## src/rtl/alarm_pkg.sv

```systemverilog
// Shared types and constants for the multi-channel alarm handler.
package alarm_pkg;

  localparam int WEEKDAY_W  = 3;
  localparam int DAY_MASK_W = 7;

  typedef enum logic [1:0] {
    IDLE,
    ARMED,
    RINGING,
    SNOOZED
  } alarm_state_t;

  typedef struct packed {
    logic [7:0]            sec;
    logic [7:0]            min;
    logic [7:0]            hour;
    logic [DAY_MASK_W-1:0] day_mask;
    logic                  enable;
  } alarm_cfg_t;

endpackage

```

## src/rtl/alarm_channel.sv

```systemverilog
// One alarm channel: config registers, state machine, ring/snooze counters.
module alarm_channel
  import alarm_pkg::*;
#(
  parameter int SNOOZE_TICKS = 300,
  parameter int RING_TIMEOUT = 60,
  parameter int MAX_SNOOZES  = 3
) (
  input  logic                 clk,
  input  logic                 reset,
  input  logic                 tick,
  input  logic [7:0]           cur_sec,
  input  logic [7:0]           cur_min,
  input  logic [7:0]           cur_hour,
  input  logic [WEEKDAY_W-1:0] cur_weekday,
  input  logic                 cfg_load,
  input  alarm_cfg_t           cfg,
  input  logic                 snooze,
  input  logic                 stop,
  output logic                 ringing,
  output logic                 snoozed
);

  localparam int RING_W = (RING_TIMEOUT < 1) ? 1 : $clog2(RING_TIMEOUT + 1);
  localparam int SNZ_W  = (SNOOZE_TICKS < 1) ? 1 : $clog2(SNOOZE_TICKS + 1);
  localparam int NUM_W  = (MAX_SNOOZES < 1)  ? 1 : $clog2(MAX_SNOOZES + 1);

  localparam logic [RING_W-1:0] RING_LAST  = RING_W'(RING_TIMEOUT - 1);
  localparam logic [SNZ_W-1:0]  SNZ_LAST   = SNZ_W'(SNOOZE_TICKS - 1);
  localparam logic [NUM_W-1:0]  SNZ_LIMIT  = NUM_W'(MAX_SNOOZES);

  alarm_state_t      state;
  alarm_cfg_t        cfg_reg;
  logic [RING_W-1:0] ring_cnt;
  logic [SNZ_W-1:0]  snooze_cnt;
  logic [NUM_W-1:0]  snooze_num;
  logic [7:0]        mask_ext;
  logic              match;

  // Tick-qualified time/day match; weekday 7 lands on the always-zero pad bit.
  always_comb begin
    mask_ext = {1'b0, cfg_reg.day_mask};
    match    = tick && cfg_reg.enable &&
               (cfg_reg.sec == cur_sec) && (cfg_reg.min == cur_min) &&
               (cfg_reg.hour == cur_hour) && mask_ext[cur_weekday];
  end

  // Channel FSM with registered status flags; a config write overrides all events.
  always_ff @(posedge clk or posedge reset) begin
    if (reset) begin
      state      <= IDLE;
      cfg_reg    <= '0;
      ring_cnt   <= '0;
      snooze_cnt <= '0;
      snooze_num <= '0;
      ringing    <= 1'b0;
      snoozed    <= 1'b0;
    end else if (cfg_load) begin
      cfg_reg    <= cfg;
      ring_cnt   <= '0;
      snooze_cnt <= '0;
      snooze_num <= '0;
      state      <= cfg.enable ? ARMED : IDLE;
      ringing    <= 1'b0;
      snoozed    <= 1'b0;
    end else begin
      case (state)
        ARMED: begin
          if (match) begin
            state    <= RINGING;
            ring_cnt <= '0;
            ringing  <= 1'b1;
          end
        end
        RINGING: begin
          if (stop || (snooze && snooze_num == SNZ_LIMIT)) begin
            state      <= ARMED;
            snooze_num <= '0;
            ringing    <= 1'b0;
          end else if (snooze) begin
            state      <= SNOOZED;
            snooze_num <= snooze_num + 1'b1;
            snooze_cnt <= '0;
            ringing    <= 1'b0;
            snoozed    <= 1'b1;
          end else if (tick && ring_cnt == RING_LAST) begin
            state      <= ARMED;
            snooze_num <= '0;
            ringing    <= 1'b0;
          end else if (tick) begin
            ring_cnt <= ring_cnt + 1'b1;
          end
        end
        SNOOZED: begin
          if (stop) begin
            state      <= ARMED;
            snooze_num <= '0;
            snoozed    <= 1'b0;
          end else if (tick && snooze_cnt == SNZ_LAST) begin
            state    <= RINGING;
            ring_cnt <= '0;
            ringing  <= 1'b1;
            snoozed  <= 1'b0;
          end else if (tick) begin
            snooze_cnt <= snooze_cnt + 1'b1;
          end
        end
        default: ;
      endcase
    end
  end

endmodule

```

## src/rtl/multi_alarm_handler.sv

```systemverilog
// Multi-channel alarm handler: config decode, channel array, buzzer merge, priority encode.
module multi_alarm_handler
  import alarm_pkg::*;
#(
  parameter int NUM_ALARMS   = 4,
  parameter int SNOOZE_TICKS = 300,
  parameter int RING_TIMEOUT = 60,
  parameter int MAX_SNOOZES  = 3,
  localparam int IDX_W = (NUM_ALARMS <= 1) ? 1 : $clog2(NUM_ALARMS)
) (
  input  logic                  clk,
  input  logic                  reset,
  input  logic                  tick,
  input  logic [7:0]            cur_sec,
  input  logic [7:0]            cur_min,
  input  logic [7:0]            cur_hour,
  input  logic [WEEKDAY_W-1:0]  cur_weekday,
  input  logic                  cfg_we,
  input  logic [IDX_W-1:0]      cfg_idx,
  input  logic [7:0]            cfg_sec,
  input  logic [7:0]            cfg_min,
  input  logic [7:0]            cfg_hour,
  input  logic [DAY_MASK_W-1:0] cfg_day_mask,
  input  logic                  cfg_enable,
  input  logic                  snooze,
  input  logic                  stop,
  output logic [NUM_ALARMS-1:0] ringing_vec,
  output logic [NUM_ALARMS-1:0] snoozed_vec,
  output logic                  alarm_buzzer,
  output logic [IDX_W-1:0]      active_idx
);

  alarm_cfg_t cfg_in;

  // Pack the config bus once for all channels.
  always_comb begin
    cfg_in = '{sec: cfg_sec, min: cfg_min, hour: cfg_hour,
               day_mask: cfg_day_mask, enable: cfg_enable};
  end

  // Out-of-range indices never equal any channel number, so such writes drop.
  for (genvar g = 0; g < NUM_ALARMS; g++) begin : g_ch
    alarm_channel #(
      .SNOOZE_TICKS(SNOOZE_TICKS),
      .RING_TIMEOUT(RING_TIMEOUT),
      .MAX_SNOOZES (MAX_SNOOZES)
    ) u_ch (
      .clk        (clk),
      .reset      (reset),
      .tick       (tick),
      .cur_sec    (cur_sec),
      .cur_min    (cur_min),
      .cur_hour   (cur_hour),
      .cur_weekday(cur_weekday),
      .cfg_load   (cfg_we && (cfg_idx == IDX_W'(g))),
      .cfg        (cfg_in),
      .snooze     (snooze),
      .stop       (stop),
      .ringing    (ringing_vec[g]),
      .snoozed    (snoozed_vec[g])
    );
  end

  // Buzzer and lowest-index priority encode over the registered ringing flags.
  always_comb begin
    logic found;
    found        = 1'b0;
    active_idx   = '0;
    alarm_buzzer = |ringing_vec;
    for (int unsigned i = 0; i < NUM_ALARMS; i++) begin
      if (ringing_vec[i] && !found) begin
        active_idx = IDX_W'(i);
        found      = 1'b1;
      end
    end
  end

endmodule

```

## config.mk

```make
export PLATFORM = sky130hd
export DESIGN_NAME = multi_alarm_handler
export DESIGN_NICKNAME = d
export VERILOG_FILES = /design/src/rtl/alarm_pkg.sv /design/src/rtl/alarm_channel.sv /design/src/rtl/multi_alarm_handler.sv
export SDC_FILE = /design/constraint.sdc
export NUM_CORES = 1
export LEC_CHECK = 0
export ABC_CLOCK_PERIOD_IN_PS = 6000
export CAP_MARGIN = 20
export CORE_AREA = 2 2 148 150
export CTS_CLUSTER_SIZE = 20
export DETAILED_ROUTE_END_ITERATION = 10
export DIE_AREA = 0 0 150 152
export GPL_TIMING_DRIVEN = 0
export PLACE_DENSITY_LB_ADDON = 0.05
export SYNTH_ARGS = -nofsm -noshare
export SYNTH_HDL_FRONTEND = slang
export SYNTH_SLANG_ARGS = --single-unit
```

## constraint.sdc

```tcl
create_clock -name clk -period 6 [get_ports clk]
set_input_delay 0.6 -clock clk [delete_from_list [all_inputs] [get_ports clk]]
set_output_delay 0.6 -clock clk [all_outputs]
set_load 0.05 [all_outputs]
```

==> images/port_nets.png <==
Scale bar: 50 µm.
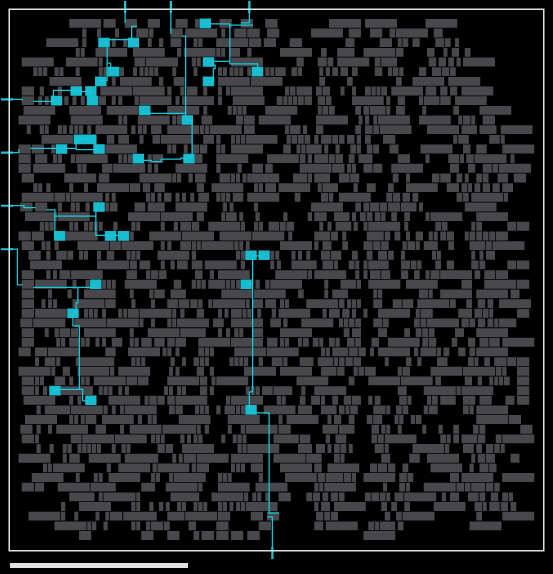
- cyan: cur_min (bits 8; direction input; edge 4 left, 3 top, 1 bottom; end cells 32; buffers 8; wire 434 µm)
io pins: 78
PortBufs: 74

==> images/final_clocks.png <==
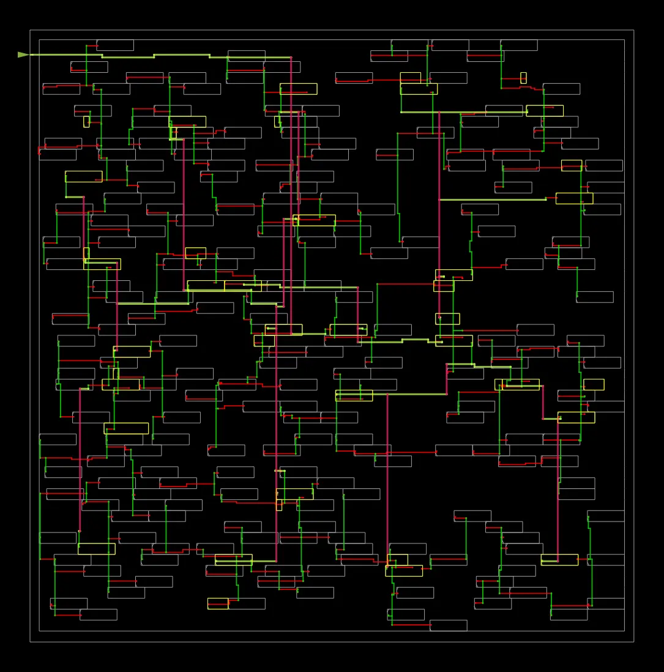
clock buffer count: 40
flop count: 212
worst-skew pair later-pin latency: 0.53 ns

==> images/metal_stack.png <==
Two of the layers only.
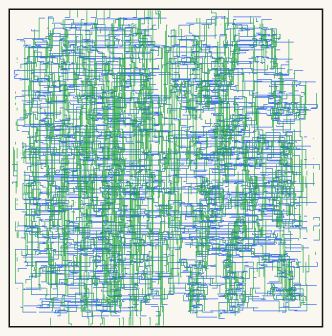
- green: met2 (wire length 15400 µm)
- blue: met1 (wire length 13900 µm)

==> images/zoom.png <==
Window x 18 to 58, y 94 to 134 µm. Cells in grey, sequential cells in the stronger grey; small squares are vias.
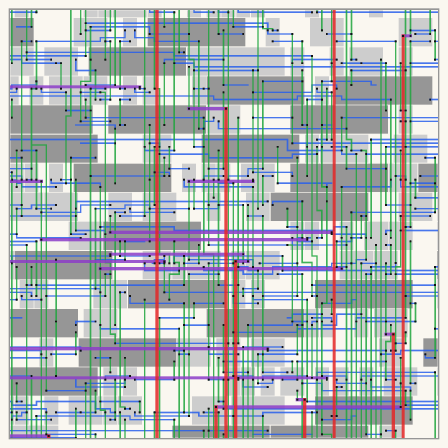
- purple: met3
- blue: met1
- green: met2
- red: met4
- sequential cells in the window: 21
- cells with their middle in the window: 111
- most frequent: nand2_1 (50), xor2_1 (25), dfrtp_1 (21)
- netlist names of flops here include: g_ch.u_ch.cfg_reg (21)

==> images/registers.png <==
Scale bar: 50 µm.
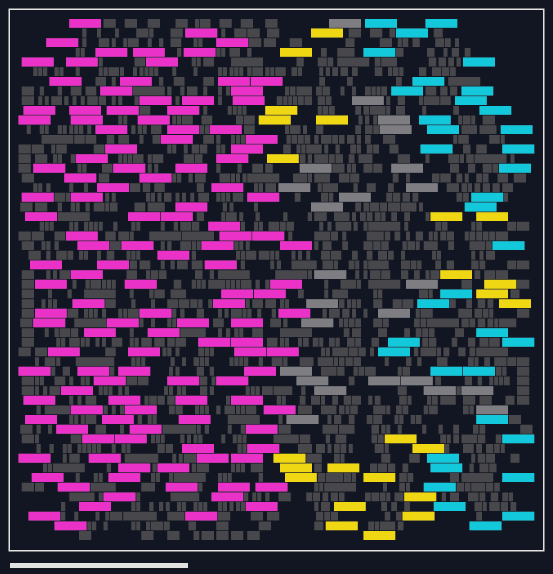
- yellow: g_ch.u_ch.ring_cnt (sequential cells 24)
- magenta: g_ch.u_ch.cfg_reg (sequential cells 128)
- cyan: g_ch.u_ch.snooze_cnt (sequential cells 36; where a vertical strip on the right)
- not coloured: 24
final core occ: 62.4%
Flop area: 5310 µm²
sequential cell area share: 39.8%
Seq group: 1.86 mW

==> flow_metrics.tcl <==
# collected from the flow reports
set metrics [dict create \
    drtPass1Iterations 5 \
    rr_startpoint "g_ch[0].u_ch.state[0]" \
    final_area_um2 13300 \
    path_buffers 2 \
    flop_cell "dfrtp_1" \
    wl_met3_mm 1.67 \
    drt_iter0_markers 852 \
    comb_power_mw 1.64 \
    die_area_um2 22800 \
    fp_util_pct 53.0 \
    gr-usage-all-layers_pct 29.0 \
    nNonClkInverters 27 \
    path_delay_family "AND-OR/OR-AND gates" \
    die_h_um 152 \
    endpoint "g_ch[2].u_ch.ring_cnt[4]" \
    cts_resized 0 \
    grt-ovfl-total 0 \
    maxSlewHeadroom_pct 35.8 \
    cts_buffer_depth 3 \
    power_frac_comb_pct 32.9 \
    reg2reg_to "g_ch[0].u_ch.ring_cnt[4]" \
    stdcell_count 1719 \
    n_antenna_cell 0 \
    worstSetupPathType "in2reg" \
    met2_length_mm 15.4 \
    leakage_nw 6.32 \
    start_kind "primary input" \
    status "finished clean" \
    logic_family "simple AND/OR/NAND/NOR gates" \
    synthAdderAreaFrac_pct 2.65 \
    top_cells_by_count "nand2_1, dfrtp_1, o21ai_0" \
    cp.required_ns 6.43 \
    largestClassByArea "logic gates" \
    gr-usage-met2_pct 47.8 \
    power_density_nw_per_um2 374 \
    top_cell "nand2_1" \
    dp.final_hpwl_mm 23.0 \
    comb_area_share_pct 42.4 \
    swShare_pct 36.2 \
    simple_gate_share_pct 26.2 \
    layout.nets 1513 \
    maxPowerGroup "registers" \
    hold_viol_final 0 \
    grt_setup_unrepaired "false" \
    cts_tree "yes" \
    ys_cells 1316 \
    hp-class "in2async" \
    p_switching_mw 1.80 \
    finalCriticalPeriod_ns 3.46 \
    max-vdd-ir-drop_mv 0.220 \
    lay_top_count "nand2_1" \
    top_area_share_pct 46.9 \
    slowest_stage "clkdlybuf4s50_1" \
    comb_area_um2 5640 \
    ys.flops 212 \
    cts-buffers-inserted 24 \
    reg2reg_depth 10 \
    power_clock_mw 1.48 \
    wire_per_inst_um 18.7 \
    clock.fmax_mhz 289 \
    cts-root-buf "clkbuf_16" \
    nonClockBufferCount 139 \
    synth-area-yosys_um2 11300 \
    syn_nets 1407 \
    power.total_mw 4.98 \
    routed-via-count 9738 \
    placed_cell_area_um2 12500 \
    antenna_found_initial 0 \
    mux_area_share_pct 2.47 \
    core_um2 21400 \
    antenna_left 0 \
    cp_max_fo 10 \
    r2r_slack_ns 2.89 \
    buf_share_pct 8.44 \
    grt_use_met1_pct 39.8 \
    intPower_mw 3.17 \
    use_met3_pct 3.21 \
    gr-max-usage-layer "met2" \
    via_per_inst 5.66 \
    holdWs_ns 0.344 \
    top_layer "met4" \
    power_frac_clock_pct 29.8 \
    taps 280 \
    syn_inst 1316 \
    async_flop_share_pct 100 \
    cp_data_arrival_time_ns 3.88 \
    grt_max_degree 41 \
    ys_types 64 \
    rows 54 \
    xor_share_pct 8.28 \
    ys_warn_count 0 \
    tightestPinTransition_ns 0.963 \
    top_area_cell "dfrtp_1" \
    largest_register_ffs 128 \
    n_fill_cell 1936 \
    lay_top_cells "nand2_1, dfrtp_1, o21ai_0" \
    warnings 34 \
    placedCellCount 1676 \
    finalClockPeriodUsage_pct 57.6 \
    cp.depth 9 \
    synthesis.area_um2 11300 \
    hold_buffers 0 \
    dp_slack_ns 2.04 \
    wirelength_mm 32.2 \
    grt_first_pass_wirelength_mm 52.1 \
    synth_area_per_cell_um2 8.60 \
    ys_top_cells_by_area "dfrtp_1, nand2_1, xor2_1" \
    tns_ns 0 \
    clock-sinks 212 \
    area_growth_pct 17.7 \
    gp_congestion 0.894 \
    crit_start "tick" \
    drt-met1-wl_mm 13.9 \
    ctsHtreeMaxLevel 1 \
    fin_worst_skew_ns 0.0183 \
    post_cts_buffers 0 \
    drv_slew 0 \
    drive_gt1_share_pct 5.00 \
    maxCapViolCount 0 \
    num-multi-input-gates 1018 \
]
Power is estimated from default activity; no workload was simulated.
